--- src/rtl/stim_gen_tracker.sv ---
// Burst traffic source on a valid/ready channel with incrementing or LFSR data,
// plus backpressure tracking (accepted words, total stall, worst per-word stall).
module stim_gen_tracker #(
    parameter int unsigned DW      = 16,
    parameter int unsigned NUM_TXN = 8,
    parameter int unsigned GAP     = 2,
    parameter logic [15:0] SEED    = 16'h0001,
    parameter int unsigned MODE    = 0,
    parameter int unsigned CW      = 16
) (
    input  logic          clk,
    input  logic          rst,
    input  logic          start,
    output logic          dn_valid,
    output logic [DW-1:0] dn_data,
    input  logic          dn_ready,
    output logic          done,
    output logic [CW-1:0] txn_cnt,
    output logic [CW-1:0] stall_cnt,
    output logic [CW-1:0] max_stall
);

    localparam int unsigned SW = $clog2(NUM_TXN + 1);
    localparam int unsigned GW = (GAP > 1) ? $clog2(GAP) : 1;
    localparam logic [DW-1:0] SEED_W  = DW'(SEED);
    localparam logic [CW-1:0] CNT_MAX = '1;
    localparam logic [SW-1:0] LAST    = SW'(NUM_TXN - 1);
    localparam logic [GW-1:0] GAP_LD  = (GAP > 0) ? GW'(GAP - 1) : '0;

    typedef enum logic [1:0] {S_IDLE, S_SEND, S_GAP, S_DONE} state_t;

    state_t        state_q, state_d;
    logic          valid_q, valid_d;
    logic          done_q, done_d;
    logic [DW-1:0] data_q, data_d;
    logic [CW-1:0] txn_q, txn_d;
    logic [CW-1:0] stall_q, stall_d;
    logic [CW-1:0] max_q, max_d;
    logic [CW-1:0] cur_q, cur_d;
    logic [SW-1:0] sent_q, sent_d;
    logic [GW-1:0] gap_q, gap_d;

    function automatic logic [DW-1:0] next_word(input logic [DW-1:0] d);
        logic [15:0] w;
        w = 16'(d);
        if (MODE == 1) return DW'({w[14:0], w[15] ^ w[13] ^ w[12] ^ w[10]});
        else           return d + DW'(1);
    endfunction

    function automatic logic [CW-1:0] sat_inc(input logic [CW-1:0] v);
        return (v == CNT_MAX) ? v : v + CW'(1);
    endfunction

    always_comb begin
        state_d = state_q;
        valid_d = valid_q;
        done_d  = done_q;
        data_d  = data_q;
        txn_d   = txn_q;
        stall_d = stall_q;
        max_d   = max_q;
        cur_d   = cur_q;
        sent_d  = sent_q;
        gap_d   = gap_q;
        case (state_q)
            S_IDLE, S_DONE: begin
                if (start) begin
                    state_d = S_SEND;
                    valid_d = 1'b1;
                    done_d  = 1'b0;
                    data_d  = SEED_W;
                    txn_d   = '0;
                    stall_d = '0;
                    max_d   = '0;
                    cur_d   = '0;
                    sent_d  = '0;
                end
            end
            S_SEND: begin
                if (dn_ready) begin
                    txn_d  = sat_inc(txn_q);
                    max_d  = (cur_q > max_q) ? cur_q : max_q;
                    cur_d  = '0;
                    data_d = next_word(data_q);
                    if (sent_q == LAST) begin
                        state_d = S_DONE;
                        valid_d = 1'b0;
                        done_d  = 1'b1;
                        sent_d  = '0;
                    end else begin
                        sent_d = sent_q + SW'(1);
                        if (GAP != 0) begin
                            state_d = S_GAP;
                            valid_d = 1'b0;
                            gap_d   = GAP_LD;
                        end
                    end
                end else begin
                    stall_d = sat_inc(stall_q);
                    cur_d   = sat_inc(cur_q);
                end
            end
            S_GAP: begin
                // dn_ready is deliberately ignored while the gap runs down
                if (gap_q == '0) begin
                    state_d = S_SEND;
                    valid_d = 1'b1;
                end else begin
                    gap_d = gap_q - GW'(1);
                end
            end
            default: state_d = S_IDLE;
        endcase
    end

    always_ff @(posedge clk or negedge rst) begin
        if (!rst) begin
            state_q <= S_IDLE;
            valid_q <= 1'b0;
            done_q  <= 1'b0;
            data_q  <= SEED_W;
            txn_q   <= '0;
            stall_q <= '0;
            max_q   <= '0;
            cur_q   <= '0;
            sent_q  <= '0;
            gap_q   <= '0;
        end else begin
            state_q <= state_d;
            valid_q <= valid_d;
            done_q  <= done_d;
            data_q  <= data_d;
            txn_q   <= txn_d;
            stall_q <= stall_d;
            max_q   <= max_d;
            cur_q   <= cur_d;
            sent_q  <= sent_d;
            gap_q   <= gap_d;
        end
    end

    assign dn_valid  = valid_q;
    assign dn_data   = data_q;
    assign done      = done_q;
    assign txn_cnt   = txn_q;
    assign stall_cnt = stall_q;
    assign max_stall = max_q;

endmodule
--- config.mk ---
export PLATFORM = sky130hd
export DESIGN_NAME = stim_gen_tracker
export DESIGN_NICKNAME = d
export VERILOG_FILES = /design/src/rtl/stim_gen_tracker.sv
export SDC_FILE = /design/constraint.sdc
export NUM_CORES = 1
export LEC_CHECK = 0
export CAP_MARGIN = 15
export CORE_MARGIN = 8
export CORE_UTILIZATION = 60
export CTS_BUF_LIST = sky130_fd_sc_hd__clkbuf_16
export DETAILED_ROUTE_END_ITERATION = 8
export PLACE_DENSITY = 0.93
export SETUP_SLACK_MARGIN = 0.05
export SLEW_MARGIN = 20
export SYNTH_ARGS = -nofsm -noshare
export SYNTH_HDL_FRONTEND = slang
export SYNTH_SLANG_ARGS = --single-unit
--- constraint.sdc ---
create_clock -name clk -period 5.4 [get_ports clk]
set_clock_uncertainty 0.05 [all_clocks]
set_input_delay 1.08 -clock clk [delete_from_list [all_inputs] [get_ports clk]]
set_output_delay 1.08 -clock clk [all_outputs]
set_load 0.02 [all_outputs]
Wires at chosen ports, followed through buffers:
Bar = 20 µm.
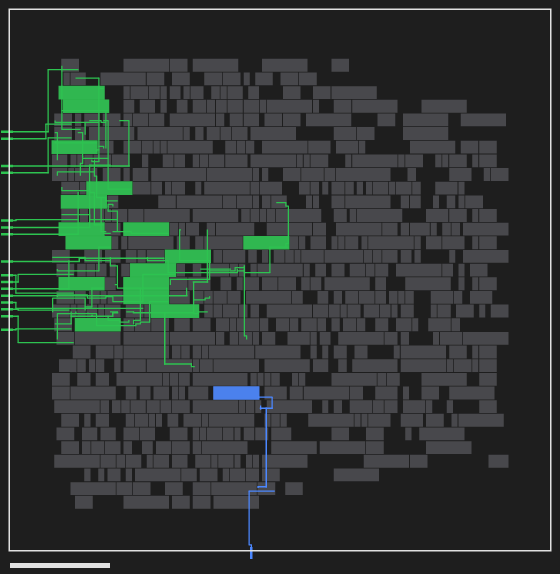
[dn_data] green | direction: output | edge: left | end cells: 16 | buffers: 16 | wire: 864 µm
[done] blue | direction: output | edge: bottom | end cells: 1 | buffers: 1 | wire: 42.5 µm

Sizing map:
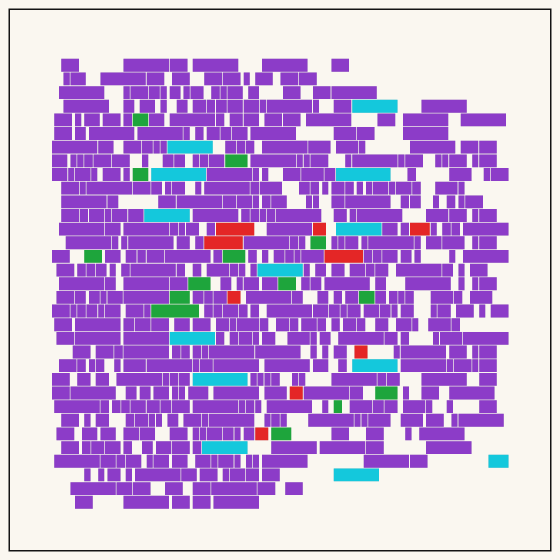
[_0 and _1 cells] purple | cells: 556 | most used: dfrtp_1
[_3 and _4 cells] red | cells: 9 | most used: buf_4
[_2 cells] green | cells: 14 | most used: a31o_2
[_6 and larger] cyan | cells: 13 | most used: clkbuf_16

==> results.cfg <==
; generated from flow reports
[synth]
synth.avg_cell_area_um2 = 9.60
synth_adder_area_share_pct = 5.72
netlist_area_um2 = 5030
synth_nets = 551
ys_sh_aoi_pct = 13.9
yosysMostFrequentCell = dfrtp_1
yosysChipArea_um2 = 5030
flop_cell = dfrtp_1
top_cells_by_area = dfrtp_1 44%, ha_1 5.7%, xor2_1 4.4%
ys_cells = 524
largest_area_cell = dfrtp_1
logic_family = simple AND/OR/NAND/NOR gates
yosys.area.top_type_share_pct = 43.8
synth-seq-cells = 89

[die]
die_x_um = 108
taps = 105
initial_utilization_pct = 61.5
fp-row-count = 33
ios = 70

[hold_path]
hold_end = sent_q[3]
min_path_type = flop to flop

[grt]
grt_pass1_vias = 4413
grt_first_pass_wirelength_mm = 20.9
gr-usage-met3_pct = 5.99
grt_max_degree = 90

[worst_setup_path]
timing.critical_path.slowest_cell_delay_ps = 860
critPathLaunch = start
crit_chain = clkdlybuf4s50_1 -> mux2i_1 -> nor4_1 -> nand2_1 -> o311ai_0 -> o41ai_1
path_buffers = 1
critical_path_class = input port to flop
critPathRequiredTime_ps = 5540
cp.arrival_ps = 3670
r2r_setup_slack_ps = 1980
cp-start-kind = input port
r2r-start = state_q[1]
cp_slowest_cell = nor4_1
path_max_fanout = 8

[layout]
drive_gt1_share_pct = 6.08
final_cells = 697
logic_area_um2 = 2580
final_util_pct = 74.7
fin_nets = 614
area_growth_pct = 21.5
design.seq.count = 89
comb_area_share_pct = 42.2
layout_top_cell = dfrtp_1
final_cell_mix = 88 x dfrtp_1, 68 x clkdlybuf4s50_1, 55 x nand2_1, 43 x nor2_1, 31 x inv_1
logic_gate_count = 384
ff_latch_area_um2 = 2230

[run]
openroad.warnings = 27
cap_violations = 0

[power]
power_sequential_w = 0.000817
combPwrFrac_pct = 38.1
power_w = 0.00246
ir_drop_mv = 0.241
seqPwrFrac_pct = 33.2
intPower_w = 0.00151
p_sw_share_pct = 38.5

[timing]
setup_viol_count_final = 0
worstMarginPinSlew_ps = 1050
fmax_mhz = 284
finalSetupTns_ps = 0
min_period_over_period_pct = 65.2
final-hold-violation-count = 0
slew_headroom_pct = 29.8
fin_ws_ps = 1880

[place]
dp_hpwl_mm = 8.36
place_congestion = 0.850
port_buffers = 69
placed_cell_area_um2 = 5770

[routing]
via_count = 4412
routed_via_density = 6.33
drtAntennaViolNets = 0
wire_per_inst_um = 18.2
drt_wl_total_mm = 12.7
drc = 0
highest_layer = met4
route.met2.wl_mm = 6.22
first_pass_iters = 5

[status]
status = finished clean

[clock_network]
cts_hold_buf = 0
numCtsBuffers = 9
cts_resized = 0
Cell classes on the final placement:
Fill, decap, tap and diode cells in gray.
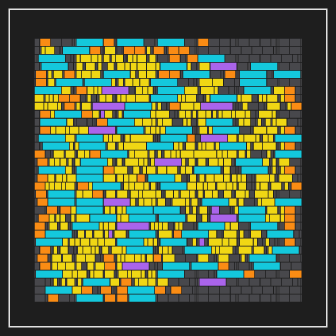
[sequential cells] cyan | cells: 89
[remaining buffers and delay cells] orange | cells: 73
[clock drivers and dummy loads] purple | cells: 16
[combinational and other logic] yellow | cells: 414

